## src/rtl/range_pkg.sv

```systemverilog
// Shared definitions for the range sample framer: the framer state type,
// the default sample width and a small sizing helper.
// Optional feature macro used by the framer: RANGE_FRAMER_TIMEOUT_EN.
package range_pkg;

  localparam int RANGE_WIDTH = 16;

  typedef enum logic [1:0] {
    IDLE   = 2'd0,
    ACTIVE = 2'd1,
    DRAIN  = 2'd2,
    FINISH = 2'd3
  } framer_state_t;

  // Number of host bytes that make up one sample of the given width.
  function automatic int range_bytes_per_word(input int width);
    return width / 8;
  endfunction

endpackage

```

## src/rtl/range_byte_assembler.sv

```systemverilog
// Little-endian byte packer: the first byte of a word lands in bits [7:0].
// word_out/word_done are combinational views of the word that the current
// byte completes, so the caller can register the sample on the same edge
// that samples the final byte. clear drops any partial bytes and wins over
// a byte presented in the same cycle.
module range_byte_assembler
  import range_pkg::*;
#(
  parameter int WIDTH = RANGE_WIDTH
) (
  input  logic             clock,
  input  logic             reset,
  input  logic             clear,
  input  logic [7:0]       byte_in,
  input  logic             byte_valid,
  output logic [WIDTH-1:0] word_out,
  output logic             word_done
);

  localparam int NB = range_bytes_per_word(WIDTH);
  localparam int IW = (NB > 1) ? $clog2(NB) : 1;
  localparam logic [IW-1:0] LAST_IDX = IW'(NB - 1);

  logic [IW-1:0]    idx_r;
  logic [WIDTH-1:0] buf_r;
  logic [WIDTH-1:0] merged_s;

  // Drop the incoming byte into the lane selected by the byte index.
  always_comb begin
    merged_s = buf_r;
    for (int i = 0; i < NB; i++) begin
      if (idx_r == IW'(i)) begin
        merged_s[8*i +: 8] = byte_in;
      end else begin
        merged_s[8*i +: 8] = buf_r[8*i +: 8];
      end
    end
  end

  assign word_out  = merged_s;
  assign word_done = byte_valid && (idx_r == LAST_IDX);

  // Hold partial bytes and advance the byte index; wrap after the last lane.
  always_ff @(posedge clock) begin
    if (reset || clear) begin
      idx_r <= {IW{1'b0}};
      buf_r <= {WIDTH{1'b0}};
    end else if (byte_valid) begin
      buf_r <= merged_s;
      if (idx_r == LAST_IDX) begin
        idx_r <= {IW{1'b0}};
      end else begin
        idx_r <= idx_r + IW'(1);
      end
    end else begin
      idx_r <= idx_r;
      buf_r <= buf_r;
    end
  end

endmodule

```

## src/rtl/range_sample_framer.sv

```systemverilog
// Frames host bytes into WIDTH-bit samples: go marks the first sample of a
// frame, finish marks the frame close (IDLE -> ACTIVE -> DRAIN -> FINISH).
// Optional macro RANGE_FRAMER_TIMEOUT_EN adds an idle counter that closes an
// ACTIVE frame after TIMEOUT_CYCLES cycles without a byte; without it the
// timeout output is tied low.
module range_sample_framer
  import range_pkg::*;
#(
  parameter int WIDTH          = RANGE_WIDTH,
  parameter int MAX_SAMPLES    = 255,
  parameter int TIMEOUT_CYCLES = 1024
) (
  input  logic             clock,
  input  logic             reset,
  input  logic [7:0]       byte_in,
  input  logic             byte_valid,
  input  logic             frame_end,
  output logic [WIDTH-1:0] data_out,
  output logic             sample_strobe,
  output logic             go,
  output logic             finish,
  output logic [7:0]       sample_count,
  output logic             frame_error,
  output logic             timeout
);

  if ((WIDTH % 8) != 0 || WIDTH < 8 || MAX_SAMPLES < 1 || MAX_SAMPLES > 255 ||
      TIMEOUT_CYCLES < 1) begin : g_bad_cfg
    $error("range_sample_framer: illegal parameter set");
  end

  localparam logic [7:0] MAX_CNT = 8'(MAX_SAMPLES);

  framer_state_t    state_r;
  framer_state_t    next_state_s;
  logic [WIDTH-1:0] data_out_r;
  logic             sample_strobe_r;
  logic             go_r;
  logic             finish_r;
  logic [7:0]       sample_count_r;
  logic             frame_error_r;

  logic             asm_valid_s;
  logic             asm_clear_s;
  logic [WIDTH-1:0] word_s;
  logic             word_done_s;
  logic             take_word_s;
  logic             first_word_s;
  logic             error_s;
  logic [7:0]       next_count_s;
  logic             idle_hit_s;

  range_byte_assembler #(.WIDTH(WIDTH)) u_assembler (
    .clock      (clock),
    .reset      (reset),
    .clear      (asm_clear_s),
    .byte_in    (byte_in),
    .byte_valid (asm_valid_s),
    .word_out   (word_s),
    .word_done  (word_done_s)
  );

  // Bytes are accepted in ACTIVE, and in IDLE unless the host is closing.
  always_comb begin
    if (byte_valid && (state_r == ACTIVE || (state_r == IDLE && !frame_end))) begin
      asm_valid_s = 1'b1;
    end else begin
      asm_valid_s = 1'b0;
    end
  end

  // Frame sequencing: next state, sample capture, counting and errors.
  always_comb begin
    next_state_s = state_r;
    asm_clear_s  = 1'b0;
    take_word_s  = 1'b0;
    first_word_s = 1'b0;
    error_s      = 1'b0;
    next_count_s = sample_count_r;
    case (state_r)
      IDLE: begin
        if (frame_end) begin
          asm_clear_s = 1'b1;
          error_s     = 1'b1;
        end else if (word_done_s) begin
          take_word_s  = 1'b1;
          first_word_s = 1'b1;
          next_count_s = 8'd1;
          if (MAX_CNT == 8'd1) begin
            next_state_s = DRAIN;
          end else begin
            next_state_s = ACTIVE;
          end
        end else begin
          next_state_s = IDLE;
        end
      end
      ACTIVE: begin
        if (word_done_s) begin
          take_word_s  = 1'b1;
          next_count_s = sample_count_r + 8'd1;
        end else begin
          next_count_s = sample_count_r;
        end
        if (frame_end || next_count_s == MAX_CNT || idle_hit_s) begin
          next_state_s = DRAIN;
          asm_clear_s  = 1'b1;
        end else begin
          next_state_s = ACTIVE;
        end
      end
      DRAIN: begin
        error_s      = byte_valid;
        next_state_s = FINISH;
      end
      FINISH: begin
        error_s      = byte_valid;
        next_state_s = IDLE;
      end
      default: begin
        next_state_s = IDLE;
      end
    endcase
  end

  // Registered state and outputs; data_out only moves on a strobe.
  always_ff @(posedge clock) begin
    if (reset) begin
      state_r         <= IDLE;
      data_out_r      <= {WIDTH{1'b0}};
      sample_strobe_r <= 1'b0;
      go_r            <= 1'b0;
      finish_r        <= 1'b0;
      sample_count_r  <= 8'd0;
      frame_error_r   <= 1'b0;
    end else begin
      state_r         <= next_state_s;
      if (take_word_s) begin
        data_out_r <= word_s;
      end else begin
        data_out_r <= data_out_r;
      end
      sample_strobe_r <= take_word_s;
      go_r            <= first_word_s;
      finish_r        <= (next_state_s == FINISH);
      sample_count_r  <= next_count_s;
      frame_error_r   <= error_s;
    end
  end

`ifdef RANGE_FRAMER_TIMEOUT_EN
  logic [31:0] idle_cnt_r;
  logic        timeout_r;

  assign idle_hit_s = (state_r == ACTIVE) && !byte_valid &&
                      (idle_cnt_r == 32'(TIMEOUT_CYCLES - 1));

  // Count consecutive byte-less ACTIVE cycles; pulse when the frame auto-closes.
  always_ff @(posedge clock) begin
    if (reset) begin
      idle_cnt_r <= 32'd0;
      timeout_r  <= 1'b0;
    end else begin
      timeout_r <= idle_hit_s && !frame_end;
      if (state_r != ACTIVE || byte_valid || idle_hit_s) begin
        idle_cnt_r <= 32'd0;
      end else begin
        idle_cnt_r <= idle_cnt_r + 32'd1;
      end
    end
  end

  assign timeout = timeout_r;
`else
  assign idle_hit_s = 1'b0;
  assign timeout    = 1'b0;
`endif

  assign data_out      = data_out_r;
  assign sample_strobe = sample_strobe_r;
  assign go            = go_r;
  assign finish        = finish_r;
  assign sample_count  = sample_count_r;
  assign frame_error   = frame_error_r;

endmodule

```

## config.mk

```make
export PLATFORM = sky130hd
export DESIGN_NAME = range_sample_framer
export DESIGN_NICKNAME = d
export VERILOG_FILES = /design/src/rtl/range_pkg.sv /design/src/rtl/range_byte_assembler.sv /design/src/rtl/range_sample_framer.sv
export SDC_FILE = /design/constraint.sdc
export NUM_CORES = 1
export LEC_CHECK = 0
export CAP_MARGIN = 30
export CELL_PAD_IN_SITES_DETAIL_PLACEMENT = 1
export CELL_PAD_IN_SITES_GLOBAL_PLACEMENT = 1
export CORE_ASPECT_RATIO = 1.5
export CORE_MARGIN = 4
export CORE_UTILIZATION = 35
export CTS_CLUSTER_SIZE = 20
export DETAILED_ROUTE_END_ITERATION = 7
export GPL_TIMING_DRIVEN = 0
export PLACE_DENSITY = 0.85
export SYNTH_ARGS = -nofsm -noshare
export SYNTH_HDL_FRONTEND = slang
export SYNTH_SLANG_ARGS = --single-unit
```

## constraint.sdc

```tcl
create_clock -name clock -period 2.7 [get_ports clock]
set_clock_uncertainty 0.05 [all_clocks]
set_input_delay 0.54 -clock clock [delete_from_list [all_inputs] [get_ports clock]]
set_output_delay 0.54 -clock clock [all_outputs]
set_load 0.02 [all_outputs]
```

**Run 1: congestion heat map**

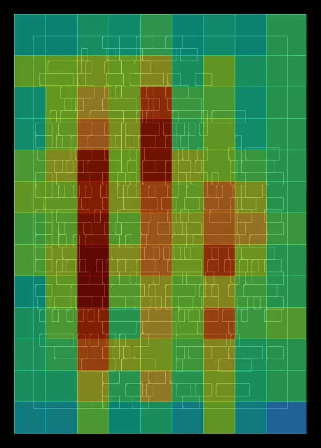
post-route core utilization: 49.4%
wire length per cell after detailed routing: 14.5 µm
GRT Resource Usage Total: 16.7%
GRT Max-Usage Layer: met2
met2 routing resource usage after global routing: 29.7%

**Run 1: nets reached from selected ports**

The bar under the picture is 20 µm long.
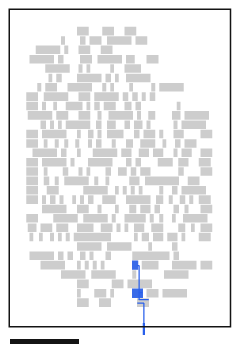
[byte_valid] blue | bits: 1 | direction: input | edge: south | end cells: 2 | buffers: 1 | wire: 22.1 µm

**Run 1: where the registers sit**

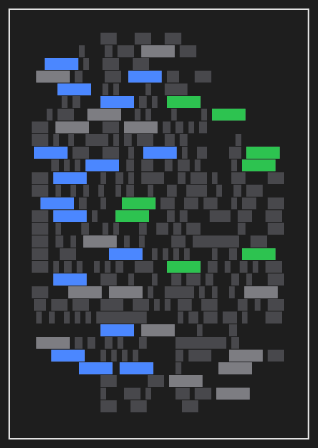
[data_out] blue | placed flops: 16
[sample_count] green | placed flops: 8
not colored: 15
FF+latch area: 781 µm²
sequential cell area share: 34.8%
Seq power: 0.586 mW

==> CHANGELOG.md, run 1 <==
### Changed

- Most frequent cells after synthesis: sky130_fd_sc_hd__nand2_1 (40), sky130_fd_sc_hd__dfxtp_1 (39), sky130_fd_sc_hd__nor2_1 (28), sky130_fd_sc_hd__a21oi_1 (23)
- Share of final layout cell area taken by non-clock buffers: between 10% and 20%
- Status: completed
- Worst-case vdd ir drop: roughly 0.00033 V
- Count of endpoints failing setup in the final report: 0
- Critical path buffer and inverter count: 2
- Remaining Overflow, GRT: 0
- Fill cell count: around 550
- Count of sequential standard cells: 39
- Floorplan row count: 30
- Detailed-route via count: 1547
- Slew headroom: about two fifths
- Clock tree root buffer cell: sky130_fd_sc_hd__clkbuf_8
- Worst hold slack after final layout: between 0.4 and 0.5 ns
- Largest area contributor in the netlist: sky130_fd_sc_hd__dfxtp_1
- Yosys cell count: approximately 200
- Drt total wl: approximately 4.4 mm
- Share of cells above drive strength 1: under 10%
- Post-layout period usage: approximately nine tenths
- Top-area cell type share of the netlist area: a little under half
- Cell class ranked first by area: logic gates
- Post-synthesis chip area from yosys: 1640 µm²
- Worst-Margin Slew: 0.908 ns
- Number of maximum-capacitance violations: 0
- Number of routed nets with antenna violations: 0
- Slowest CP cell: sky130_fd_sc_hd__clkdlybuf4s50_1
- Worst setup EP type: flip-flop
- Port Buffers: 39
- Mapped Area: between 1500 and 2000 µm²
- Number of antenna violations at the first check in global routing: 0
- Floorplan die height: 91.8 µm
- CP cell instances: clkdlybuf4s50_1, nor2b_2, nand3_4, nor4_2, o21ai_1, o41ai_4, buf_6, nor2_1
- Post-CTS clock slew at the launch and capture registers of the worst setup and hold paths: about 0.080 ns
- Critical path class: in2reg
- Number of gates given a new drive strength after cts: 0
- Count of boundary I/O pins: a little over 40
- Final net count: approximately 250
- Data arrival at the endpoint of the critical path: ~2.6 ns
- Number of instances in the synthesized netlist: 195
- Die footprint: a little under 6000 µm²
- Layout clock buffers: 5
- Max-slew violation total from the final report: 0
- Hold WC Path Type: reg2reg
- Cell area power density: 555 nW/µm²
- Die W: roughly 64 µm
- CTS H-Tree Depth: 2
- R2R Setup Slk: 0.33 ns
- Comb_multi_in: about 140
- Pin count of the biggest net entering global routing: 14
- Core box area: 4540 µm²
- Initial DRC Count: roughly 58
- Logic gate fraction of the total cell area: between 30% and 40%
- Latest clock arrival within the worst-skew pair: 0.30 ns
- Total number of tap cells: about 64
- Number of nets produced by synthesis: roughly 210
- Final Hold Violation Tally: 0
- Setup TNS: 0 ns
- Total power consumption of the routed design: between 1 and 1.5 mW
- Via density per instance: a little over 5
- Most common cell after layout, fill and taps aside: sky130_fd_sc_hd__nand2_1
- LEAKAGE: between 0.7 and 0.8 nW
- Count leader, synth: sky130_fd_sc_hd__nand2_1
- Multi-input gate area: 802 µm²
- Standard cell area after detailed placement: between 2000 and 2500 µm²
- CTS Buffer Depth: 2
- Post-synthesis sequential element count: 39
- Clock network share of area: 6.07%
- Dominant synthesized flop cell: sky130_fd_sc_hd__dfxtp_1
- Detailed placer's ending HPWL: 3.17 mm
- Kind of cell adding the most delay to the critical path: simple AND/OR/NAND/NOR gates
- DRC violations left: 0
- Critical path fanouts, max: 10
- Global placer's final weighted congestion: ~0.82
- Number of sinks handled by clock tree synthesis: 39
- Synth cell types: 38
- DR pass1 iterations: 4
- Clock buffer count from CTS: 5
- Register area share after synthesis: 47.6%
- Vias in the first global route: between 1.5k and 2k
- Hold buffers post-CTS: 0
- Layout Cell Area excl Fill: roughly 2200 µm²
- Number of non-clock inverters in the layout: 2
- Average instance area after synthesis: 8.41 µm²
- RSZ-0062 raised after global routing: no
- Synthesis-to-finish area growth: 37.0%
- Count of plain and timing-repair buffers: 49
- Commonest cells after routing, fill and taps aside: sky130_fd_sc_hd__nand2_1 (40), sky130_fd_sc_hd__dfxtp_1 (39), sky130_fd_sc_hd__clkdlybuf4s50_1 (39), sky130_fd_sc_hd__nor2_1 (28), sky130_fd_sc_hd__a21oi_1 (23)
- Floorplan-stage core utilization: between 30% and 40%
- Cells taking the most area after synthesis: sky130_fd_sc_hd__dfxtp_1 (48%), sky130_fd_sc_hd__nand2_1 (9.2%), sky130_fd_sc_hd__a21oi_1 (7.0%)
- Worst stage delay on the critical path: 0.47 ns
- Element type at the critical path start: input port
- Post-synth tally of flip-flops with integrated enable: 0
- Clock tree from TritonCTS: done
- Highest achievable clock rate: between 0.4 and 0.5 GHz
- CP required: approximately 2.8 ns
- Share of flip-flops with an asynchronous set or reset: 0%
- Post-CTS setup buffer count: 0
- Ys Warns: 0
- Number of antenna diodes: 0
- Final min period: 2.42 ns
- Log Warnings: 26
- First-pass GRT wire length: around 7.6 mm
==> run 1: worst paths after layout <==
| kind | from | end | cells past startpoint |
|---|---|---|---|
| worst max-delay path | byte_valid | u_assembler.buf_r[4] | 8 |
| worst min-delay path | u_assembler.buf_r[2] | data_out[2] | 2 |
| worst min register to register | u_assembler.buf_r[2] | data_out[2] | 2 |
| worst max register to register | sample_count[0] | u_assembler.buf_r[4] | 8 |
==> run 1: logic make-up (layout without fill, tap and decap cells) <==
group / after synthesis / in the layout / synth area share, %
buffers and inverters: 12 / 59 / 3.44
other: 1 / 1 / 0.229
AND-OR/OR-AND: 41 / 41 / 16.0
adder cells (fa/ha/maj): 1 / 1 / 0.763
flip-flops: 39 / 39 / 47.6
AND/OR/NAND/NOR: 90 / 90 / 25.4
XOR/XNOR: 3 / 3 / 1.60
multiplexers: 8 / 8 / 4.89
==> run 1: flip-flops by register name, summed over array words and instances (netlist names), named ones only <==
name	cells
data_out	16
finish	1
frame_error	1
go	1
sample_count	8
sample_strobe	1
state_r	1
u_assembler.buf_r	8
u_assembler.idx_r	1
==> run 1: layer usage <==
layer	vias up	GRT usage, %	part of all wire (%)
li1	758	-	-
met2	32	29.7	53
met4	0	5.95	1.7
met5	-	0	0
met1	750	18.4	41
met3	7	5.02	4.5
==> run 1: power breakdown <==
part | internal [mW] | switching (mW) | leakage [nW] | total (mW)
clock | 0.368 | 0.216 | 0.0644 | 0.585
combinational | 0.0355 | 0.0407 | 0.374 | 0.0761
sequential | 0.581 | 0.00442 | 0.315 | 0.586
==> run 1: through the flow <==
step                cells  setup slack (ns)
floorplan             195             0.510
global placement      298            0.0233
detailed placement    298           -0.0264
CTS                   306             0.263
global route          306             0.139
finish                306             0.278
**Run 1: M1 wires**

Supply wires on this layer in gray.
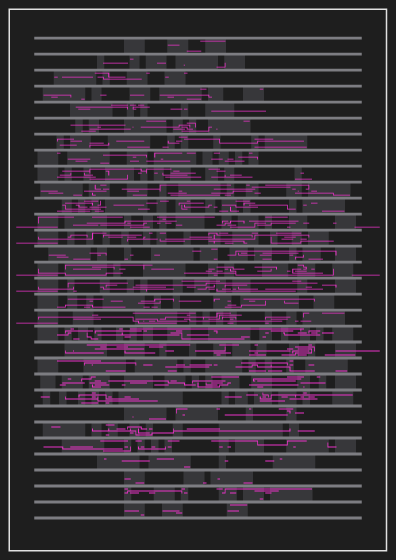

--- run 2 (diff from run 1) ---
--- a/config.mk
+++ b/config.mk
@@ -9,7 +9,6 @@
 export CELL_PAD_IN_SITES_DETAIL_PLACEMENT = 1
 export CELL_PAD_IN_SITES_GLOBAL_PLACEMENT = 1
 export CORE_ASPECT_RATIO = 1.5
-export CORE_MARGIN = 4
 export CORE_UTILIZATION = 35
 export CTS_CLUSTER_SIZE = 20
 export DETAILED_ROUTE_END_ITERATION = 7
**Run 2: M1 wires**

Supply wires on this layer in gray.
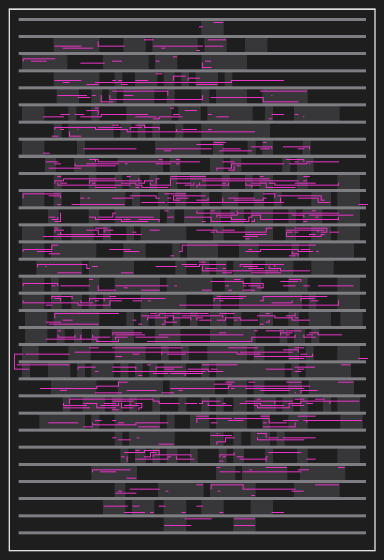
longest straight run: 25.8 µm
main direction: horizontal
detailed-route via count: 1523
drt total wl: 4.16 mm
met1 Usage GRT: 21.6%

==> run 2 against run 1 <==
The run now ends with design-rule violations left. Core utilization is 0.12 points lower. Global-route usage grew 1.7 points. Worst hold slack got worse by 0.0059 ns. Count of clock-buffer cells in the layout up 1. Sequential share of layout area up 0.37 points. Largest cell class unchanged. Highest routed layer unchanged.
==> CHANGELOG.md, run 2 <==
### Changed

- Register area share after synthesis: between 40% and 50%
- Synth cell types: 38
- Number of instances in the synthesized netlist: 195
- Worst Slack Setup Final: between 0.2 and 0.3 ns
- Core box area: between 4000 and 5000 µm²
- Share of cells above drive strength 1: under 10%
- Clock buffer count from CTS: 5
- Floorplan die height: around 86 µm
- Final min period: 2.40 ns
- DRC violations left: 4
- CP required: 2.84 ns
- Remaining Overflow, GRT: 0
- R2R Setup Slk: ~0.43 ns
- Count of endpoints failing setup in the final report: 0
- Fill cell count: 539
- Detailed placer's ending HPWL: ~3.0 mm
- FF+latch area: 781 µm²
- Number of maximum-capacitance violations: 0
- Worst hold slack after final layout: 0.403 ns
- Wire length per cell after detailed routing: approximately 14 µm
- Slew headroom: between 30% and 40%
- Average instance area after synthesis: 8.41 µm²
- Data arrival at the endpoint of the critical path: about 2.6 ns
- Number of antenna diodes: 0
- Clock tree root buffer cell: sky130_fd_sc_hd__clkbuf_8
- Non-filler instance count after layout: 290
- Number of routed nets with antenna violations: 0
- Post-synthesis chip area from yosys: about 1600 µm²
- Worst setup EP type: flip-flop
- Worst-case vdd ir drop: 0.000295 V
- Count leader, synth: sky130_fd_sc_hd__nand2_1
- Largest area contributor in the netlist: sky130_fd_sc_hd__dfxtp_1
- Hold buffers post-CTS: 0
- Mapped Area: approximately 1600 µm²
- Cells taking the most area after synthesis: sky130_fd_sc_hd__dfxtp_1 (48%), sky130_fd_sc_hd__nand2_1 (9.2%), sky130_fd_sc_hd__a21oi_1 (7.0%)
- Synthesis-to-finish area growth: 35.6%
- Endpoint of the worst hold path: data_out[0]
- Yosys cell count: about 200
- Global placer's final weighted congestion: about 0.84
- Floorplan row count: 30
- Mux frac, synth: 4.89%
- Area share of xor/xnor cells in the synthesized design: around 1.6%
- Worst-Margin Slew: about 0.94 ns
- Ys Warns: 0
- Clock tree from TritonCTS: done
- Final net count: around 250
- Start of the worst register-to-register path: sample_count[0]
- Count of boundary I/O pins: just over 40
- Violations in the final reports: design-rule violations
- Largest register FFs: 16
- Number of nets produced by synthesis: around 210
- Post-synth tally of flip-flops with integrated enable: 0
- Die footprint: approximately 5000 µm²
- Termination of the worst setup path: u_assembler.buf_r[6]
- Element type at the critical path start: input port
- Post-CTS setup buffer count: 0
- Area fraction in compound gates after synthesis: roughly 16%
- Synthesized-area fraction occupied by adder cells: less than 1%
- Worst Min Path Start: u_assembler.buf_r[0]
- Status: finished, violations left
- RSZ-0062 raised after global routing: no
- Share of flip-flops with an asynchronous set or reset: 0%
- Cell count of the worst hold path: 2
- Latest clock arrival within the worst-skew pair: a little under 0.3 ns
- Pin count of the biggest net entering global routing: 13
- LEAKAGE: approximately 0.75 nW
- Hold WC Path Type: reg2reg
- Number of sinks handled by clock tree synthesis: 39
**Run 2: where the registers sit**

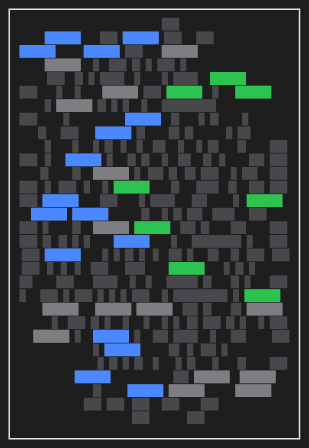
sequential cell area share: 35.1%
post-route core utilization: 49.3%

## run 2: netlist changes by cell type in the layout (fill, tap and decap cells not counted), sizes merged
cell / before / now
clkinvlp: 1 / 0
clkbuf: 13 / 14
## run 2: power by group
part           total (mW)  switching (mW)  internal, mW
Combinational      0.0751          0.0397        0.0355
Clock               0.577           0.208         0.369
Sequential          0.586         0.00442         0.581
Total                1.24           0.252         0.986
## run 2: area by class of cell
type	count	share of cell area, %
inverters	2	0.338
repair buffers	39	17.6
flip-flops and latches	39	35.1
clock inverters	2	2.70
clock buffers	6	3.27
multi-input cells	144	36.1
well taps	48	2.70
plain buffers	10	2.20
## run 2: cells by family after synthesis
logic type | count (synthesis)
muxes | 8
xor gates and xnor gates | 3
DFF | 39
other | 1
adders and majority gates | 1
buffers and inverters | 12
and+or+nand+nor | 90
AOI/OAI and AO/OA | 41
## run 2: critical path, stage by stage
cell	delay, ns
sky130_fd_sc_hd__clkdlybuf4s50_1	0.47
sky130_fd_sc_hd__nor2b_2	0.23
sky130_fd_sc_hd__nand3_4	0.17
sky130_fd_sc_hd__nor4_2	0.34
sky130_fd_sc_hd__o21ai_1	0.16
sky130_fd_sc_hd__o41ai_4	0.39
sky130_fd_sc_hd__buf_6	0.18
sky130_fd_sc_hd__nor2_1	0.05
## run 2: stage by stage
stage | area, µm² | util, %
after floorplan | 1640 | -
after CTS | 2220 | 49.3
after global placement | 2090 | 46.4
final | 2220 | 49.3
after detailed placement | 2090 | 46.4
after global routing | 2220 | 49.3
## run 2: metal layers
layer	track usage, %	routed length [µm]
met5	0	0
met4	7.79	80
met3	3.77	153
met2	31.8	2170
met1	21.6	1760
No activity file was given, so power comes from the tool's default toggle rates.
